Clock wires, drivers and flops:
(6 px per micron)
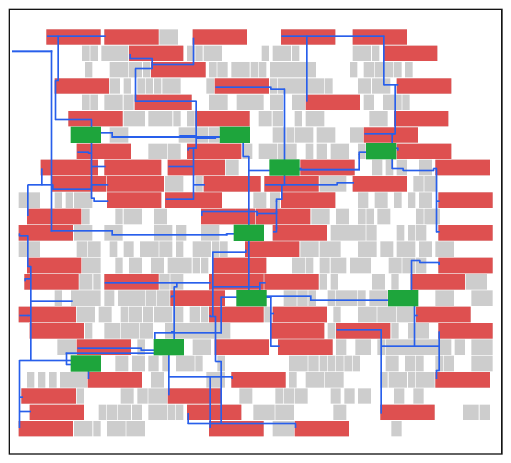
Routed metal, one colour a layer:
(6 px per micron) Only two layers are drawn.
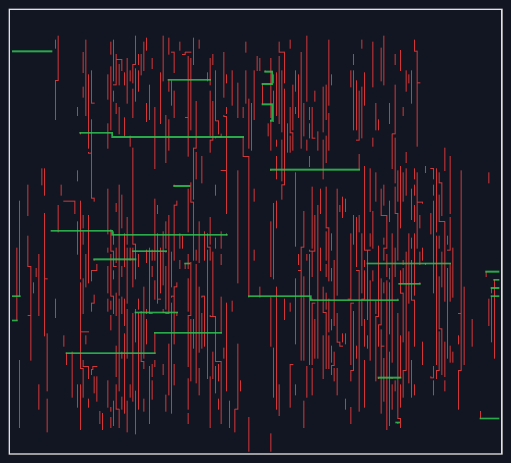
### config.mk
export PLATFORM = sky130hd
export DESIGN_NAME = stopwatch_ctrl
export DESIGN_NICKNAME = d
export VERILOG_FILES = /design/src/rtl/stopwatch_ctrl.sv
export SDC_FILE = /design/constraint.sdc
export NUM_CORES = 1
export LEC_CHECK = 0
export CAP_MARGIN = 0
export CORE_ASPECT_RATIO = 0.9
export CORE_UTILIZATION = 60
export CTS_CLUSTER_DIAMETER = 50
export DETAILED_ROUTE_END_ITERATION = 16
export HOLD_SLACK_MARGIN = 0.08
export PLACE_DENSITY = 0.78
export SLEW_MARGIN = 10
export SYNTH_ARGS = -nofsm -noshare
export SYNTH_HDL_FRONTEND = slang
export SYNTH_SLANG_ARGS = --single-unit
### constraint.sdc
create_clock -name clk -period 4.8 [get_ports clk]
set_clock_uncertainty 0.15 [all_clocks]
set_input_delay 1.44 -clock clk [delete_from_list [all_inputs] [get_ports clk]]
set_output_delay 1.44 -clock clk [all_outputs]
set_load 0.01 [all_outputs]
### src/rtl/stopwatch_ctrl.sv
// Stopwatch control front end: key synchronizers, debouncers, IDLE/RUN/STOP/LAP
// sequencer and the gated time-base tick for the cascaded BCD counter stages.
//
//   state | meaning
//   IDLE  | counters held clear, waiting for start
//   RUN   | counting, display live
//   STOP  | paused, counters and sub-tick phase held
//   LAP   | counting, display frozen
module stopwatch_ctrl #(
    parameter int CLK_HZ       = 50_000_000,
    parameter int TICK_HZ      = 1000,
    parameter int DEBOUNCE_CYC = 1_000_000,
    parameter int SYNC_STAGES  = 2
) (
    input  logic       clk,
    input  logic       clear_,
    input  logic       key_start_n,
    input  logic       key_lap_n,
    output logic       tick,
    output logic       count_en,
    output logic       count_clr_,
    output logic       lap_hold,
    output logic [1:0] state
);

    localparam int DIV  = CLK_HZ / TICK_HZ;
    localparam int PH_W = (DIV > 1) ? $clog2(DIV) : 1;
    localparam int DB_W = (DEBOUNCE_CYC > 1) ? $clog2(DEBOUNCE_CYC) : 1;
    localparam logic [PH_W-1:0] PH_LAST = PH_W'(DIV - 1);
    localparam logic [DB_W-1:0] DB_LAST = DB_W'(DEBOUNCE_CYC - 1);

    localparam logic [1:0] S_IDLE = 2'd0;
    localparam logic [1:0] S_RUN  = 2'd1;
    localparam logic [1:0] S_STOP = 2'd2;
    localparam logic [1:0] S_LAP  = 2'd3;

    // index 0 = start key, index 1 = lap key
    logic [1:0]             key_raw;
    logic [SYNC_STAGES-1:0] sync_q   [2];
    logic [DB_W-1:0]        db_cnt   [2];
    logic [1:0]             stable_q;
    logic [1:0]             stable_d;
    logic [1:0]             press;

    assign key_raw = {key_lap_n, key_start_n};

    always_ff @(posedge clk or negedge clear_) begin
        if (!clear_) begin
            for (int k = 0; k < 2; k++) begin
                sync_q[k] <= '1;
                db_cnt[k] <= '0;
            end
            stable_q <= 2'b11;
            stable_d <= 2'b11;
            press    <= 2'b00;
        end else begin
            stable_d <= stable_q;
            press    <= stable_d & ~stable_q;
            for (int k = 0; k < 2; k++) begin
                sync_q[k] <= {sync_q[k][SYNC_STAGES-2:0], key_raw[k]};
                if (sync_q[k][SYNC_STAGES-1] == stable_q[k]) begin
                    db_cnt[k] <= '0;
                end else if (db_cnt[k] == DB_LAST) begin
                    stable_q[k] <= sync_q[k][SYNC_STAGES-1];
                    db_cnt[k]   <= '0;
                end else begin
                    db_cnt[k] <= db_cnt[k] + 1'b1;
                end
            end
        end
    end

    logic [1:0]      next_state;
    logic            running;
    logic            next_running;
    logic            ph_wrap;
    logic [PH_W-1:0] ph;

    // start has priority: a simultaneous lap press is simply dropped
    always_comb begin
        next_state = state;
        case (state)
            S_IDLE: if (press[0]) next_state = S_RUN;
            S_RUN: begin
                if (press[0])      next_state = S_STOP;
                else if (press[1]) next_state = S_LAP;
            end
            S_LAP: begin
                if (press[0])      next_state = S_STOP;
                else if (press[1]) next_state = S_RUN;
            end
            S_STOP: begin
                if (press[0])      next_state = S_RUN;
                else if (press[1]) next_state = S_IDLE;
            end
            default: next_state = S_IDLE;
        endcase
    end

    assign running      = (state == S_RUN) || (state == S_LAP);
    assign next_running = (next_state == S_RUN) || (next_state == S_LAP);
    assign ph_wrap      = running && (ph == PH_LAST);

    always_ff @(posedge clk or negedge clear_) begin
        if (!clear_) begin
            state      <= S_IDLE;
            count_en   <= 1'b0;
            count_clr_ <= 1'b0;
            lap_hold   <= 1'b0;
            tick       <= 1'b0;
            ph         <= '0;
        end else begin
            state      <= next_state;
            count_en   <= next_running;
            count_clr_ <= (next_state != S_IDLE);
            lap_hold   <= (next_state == S_LAP);
            // a wrap on the edge that leaves RUN/LAP must not leak a tick into STOP
            tick       <= ph_wrap && next_running;
            if (next_state == S_IDLE) begin
                ph <= '0;
            end else if (running) begin
                ph <= ph_wrap ? '0 : ph + 1'b1;
            end
        end
    end

endmodule

==> out/qor.yml <==
outcome: "complete, no violations"
drc: 0
grt_first_pass_wirelength_microns: 10670
critical_path_class: "reg -> out"
power_leakage_nw: 1.667
fp.dieW_microns: 81.85
async_flop_share_pct: 100.0
worst_pin_slew_ns: 0.8697
met2_length_microns: 2989
whs_ns: 0.2067
cts_buffers: 9
placed_area_sq_um: 3548
flop_area_sq_um: 1812
drive_above_1_share_pct: 12.25
utilization_pct: 70.12
syn_inst: 333
lay_top_cells: "dfrtp_1 (64), nor2_1 (52), xor2_1 (30)"
cts.clk_slew.worst_paths_ns: 0.07
cp_slowest_cell: "clkdlybuf4s50_1"
critPathArrivalTime_ns: 1.55
dp_hpwl_microns: 4181
warnings: 26
rsz0062_at_grt: "false"
power_density_nw_per_um2: 311.2
drv_cap: 0
highest_layer: "met4"
drt_pass1_iterations: 4
wl_per_cell_microns: 14.52
wl_met1_microns: 2815
finalMaxSlewViolations: 0
ys_warn_count: 0
cp-start-kind: "register"
port_buffers: 9
synth-seq-cells: 72
drtIter0Drc: 89
holdBufCountCts: 0
edf_count: 0
htreeDepth: 3
reg2reg_slack_ns: 2.66
comb_area_sq_um: 1519
yosysChipArea_sq_um: 3443
crit_path_end_kind: "output pin"
hold_viol: 0
synth_cell_types: 45
drt-vias-per-instance: 5.749
netlist_area_sq_um: 3443
fp_util_pct: 64.00
post_cts_buffers: 0
most_common_cell: "dfrtp_1"
cp.required_ns: 3.21
grt_max_degree: 73
grt_util_met2_pct: 37.28
cts_resized: 0
cts_tree: "built"
path_cells: "clkdlybuf4s50_1"
ir_drop_uv: 229.0
grt_use_met3_pct: 8.199
finalInstanceArea_sq_um: 3772
grt_pass1_vias: 2405
relSlewSlack_pct: 42.02
cp_slowest_stage_delay_ns: 0.62
antenna_cells: 0
avgSynthCellArea_sq_um: 10.34
lay_top_count: "dfrtp_1"
final_nets: 353
wl_microns: 6071
top_cell_area_share_pct: 46.51
drt.antenna.violating_nets: 0
dp_slack_ns: 2.034
ys_seq_share_pct: 52.62
clock_latency_ns: 0.33
fin_setup_tns_ns: 0
dieArea_sq_um: 6046
hold_path.class: "reg -> reg"
grt.busiest_layer: "met2"
setup_viol: 0
cts.sinks: 72
grt_use_total_pct: 23.75
vias: 2403
max_freq_mhz: 318.7
critPathTopFamily: "buffers and inverters"
row_count: 25
layout_min_cycle_time_ns: 3.138
largest_area_cell: "dfrtp_1"
syn_to_final_growth_pct: 9.557
fin_ws_ns: 1.662
finalWeightedCongestion: 0.8076
ys_cells: 333
grtUsageMet1_pct: 30.41
finalCritPeriodShare_pct: 65.37
fp_nets: 340
synthTopCellsByCount: "dfrtp_1 (64), nor2_1 (52), xor2_1 (30), nand2_1 (28), nand3_1 (22)"
die_h_microns: 73.87
routed-wl-met3_microns: 200
cts_max_path_buffers: 2
fill_cells: 416
path_buffers: 1
area_leaders: "dfrtp_1 (47%), xor2_1 (7.6%), dfstp_2 (6.1%)"
placeableCoreArea_sq_um: 5380
ys_dominant_reg_cell: "dfrtp_1"
grt_antenna_before_repair: 0
pin_count: 10
overflow: 0
path_max_fanout: 13
cts_root_buffer: "clkbuf_8"
Back to the opening pictures, 'clock wires, drivers and flops':
clock wires: drawn in blue, length 799 microns. flip-flops: drawn in red, count 72. clock drivers: drawn in green, count 9.
There are 10 routed clock nets. Position of the flops: spread over the die.

Back to the opening pictures, 'routed metal, one colour a layer':
metal 2: drawn in red, wire length 2990 microns. metal 3: drawn in green, wire length 200 microns.

logic make-up (layout without fill, tap and decap cells):
group                      after synthesis  in the layout  synth area share [%]
muxes                                    2              2                0.6540
xor gates and xnor gates                41             41                 10.43
and+or+nand+nor                        162            162                 25.55
adders and majority gates                3              3                 1.090
AOI/OAI and AO/OA                       35             35                 6.395
DFF                                     72             72                 52.62
buffers and inverters                   18             36                 3.270
final timing paths:
check	endpoint	startpoint	cells past startpoint
worst min-delay path	sync_q[1]$_DFF_PN1_	sync_q[0]$_DFF_PN1_	0
min in group asynchronous	ph[9]$_DFFE_PN0P_	clear_	2
worst min register to register	sync_q[1]$_DFF_PN1_	sync_q[0]$_DFF_PN1_	0
max in group asynchronous	db_cnt[30]$_DFF_PN0_	clear_	2
worst max register to register	db_cnt[30]$_DFF_PN0_	db_cnt[20]$_DFF_PN0_	5
worst max-delay path	state[0]	state[0]$_DFF_PN0_	1
state kept, by name, summed over array words and instances (netlist names):
register    count
ph             16
stable_d        2
count_clr_      1
stable_q        2
db_cnt         40
state           2
tick            1
count_en        1
press           2
sync_q          4
lap_hold        1
cell type report:
class / count / share of cell area [%]
Clock inverter: 3 / 1.725
Inverter: 9 / 0.8955
Tap cell: 67 / 2.222
Timing Repair Buffer: 11 / 2.653
Sequential cell: 72 / 48.03
Multi-Input combinational cell: 243 / 40.27
Clock buffer: 13 / 4.212
metrics by stage:
| step | instances | total power, mW |
|---|---|---|
| after floorplan | 333 | 0.6431 |
| after global placement | 402 | 0.6597 |
| after detailed placement | 402 | 0.6606 |
| after CTS | 418 | 1.192 |
| after global routing | 418 | 1.225 |
| final | 418 | 1.174 |
where the power goes:
group	total (mW)	internal, mW	switching (mW)
registers	0.620	0.614	0.00641
logic	0.0279	0.00757	0.0204
clock network	0.526	0.321	0.205
No activity file was given, so power comes from the tool's default toggle rates.
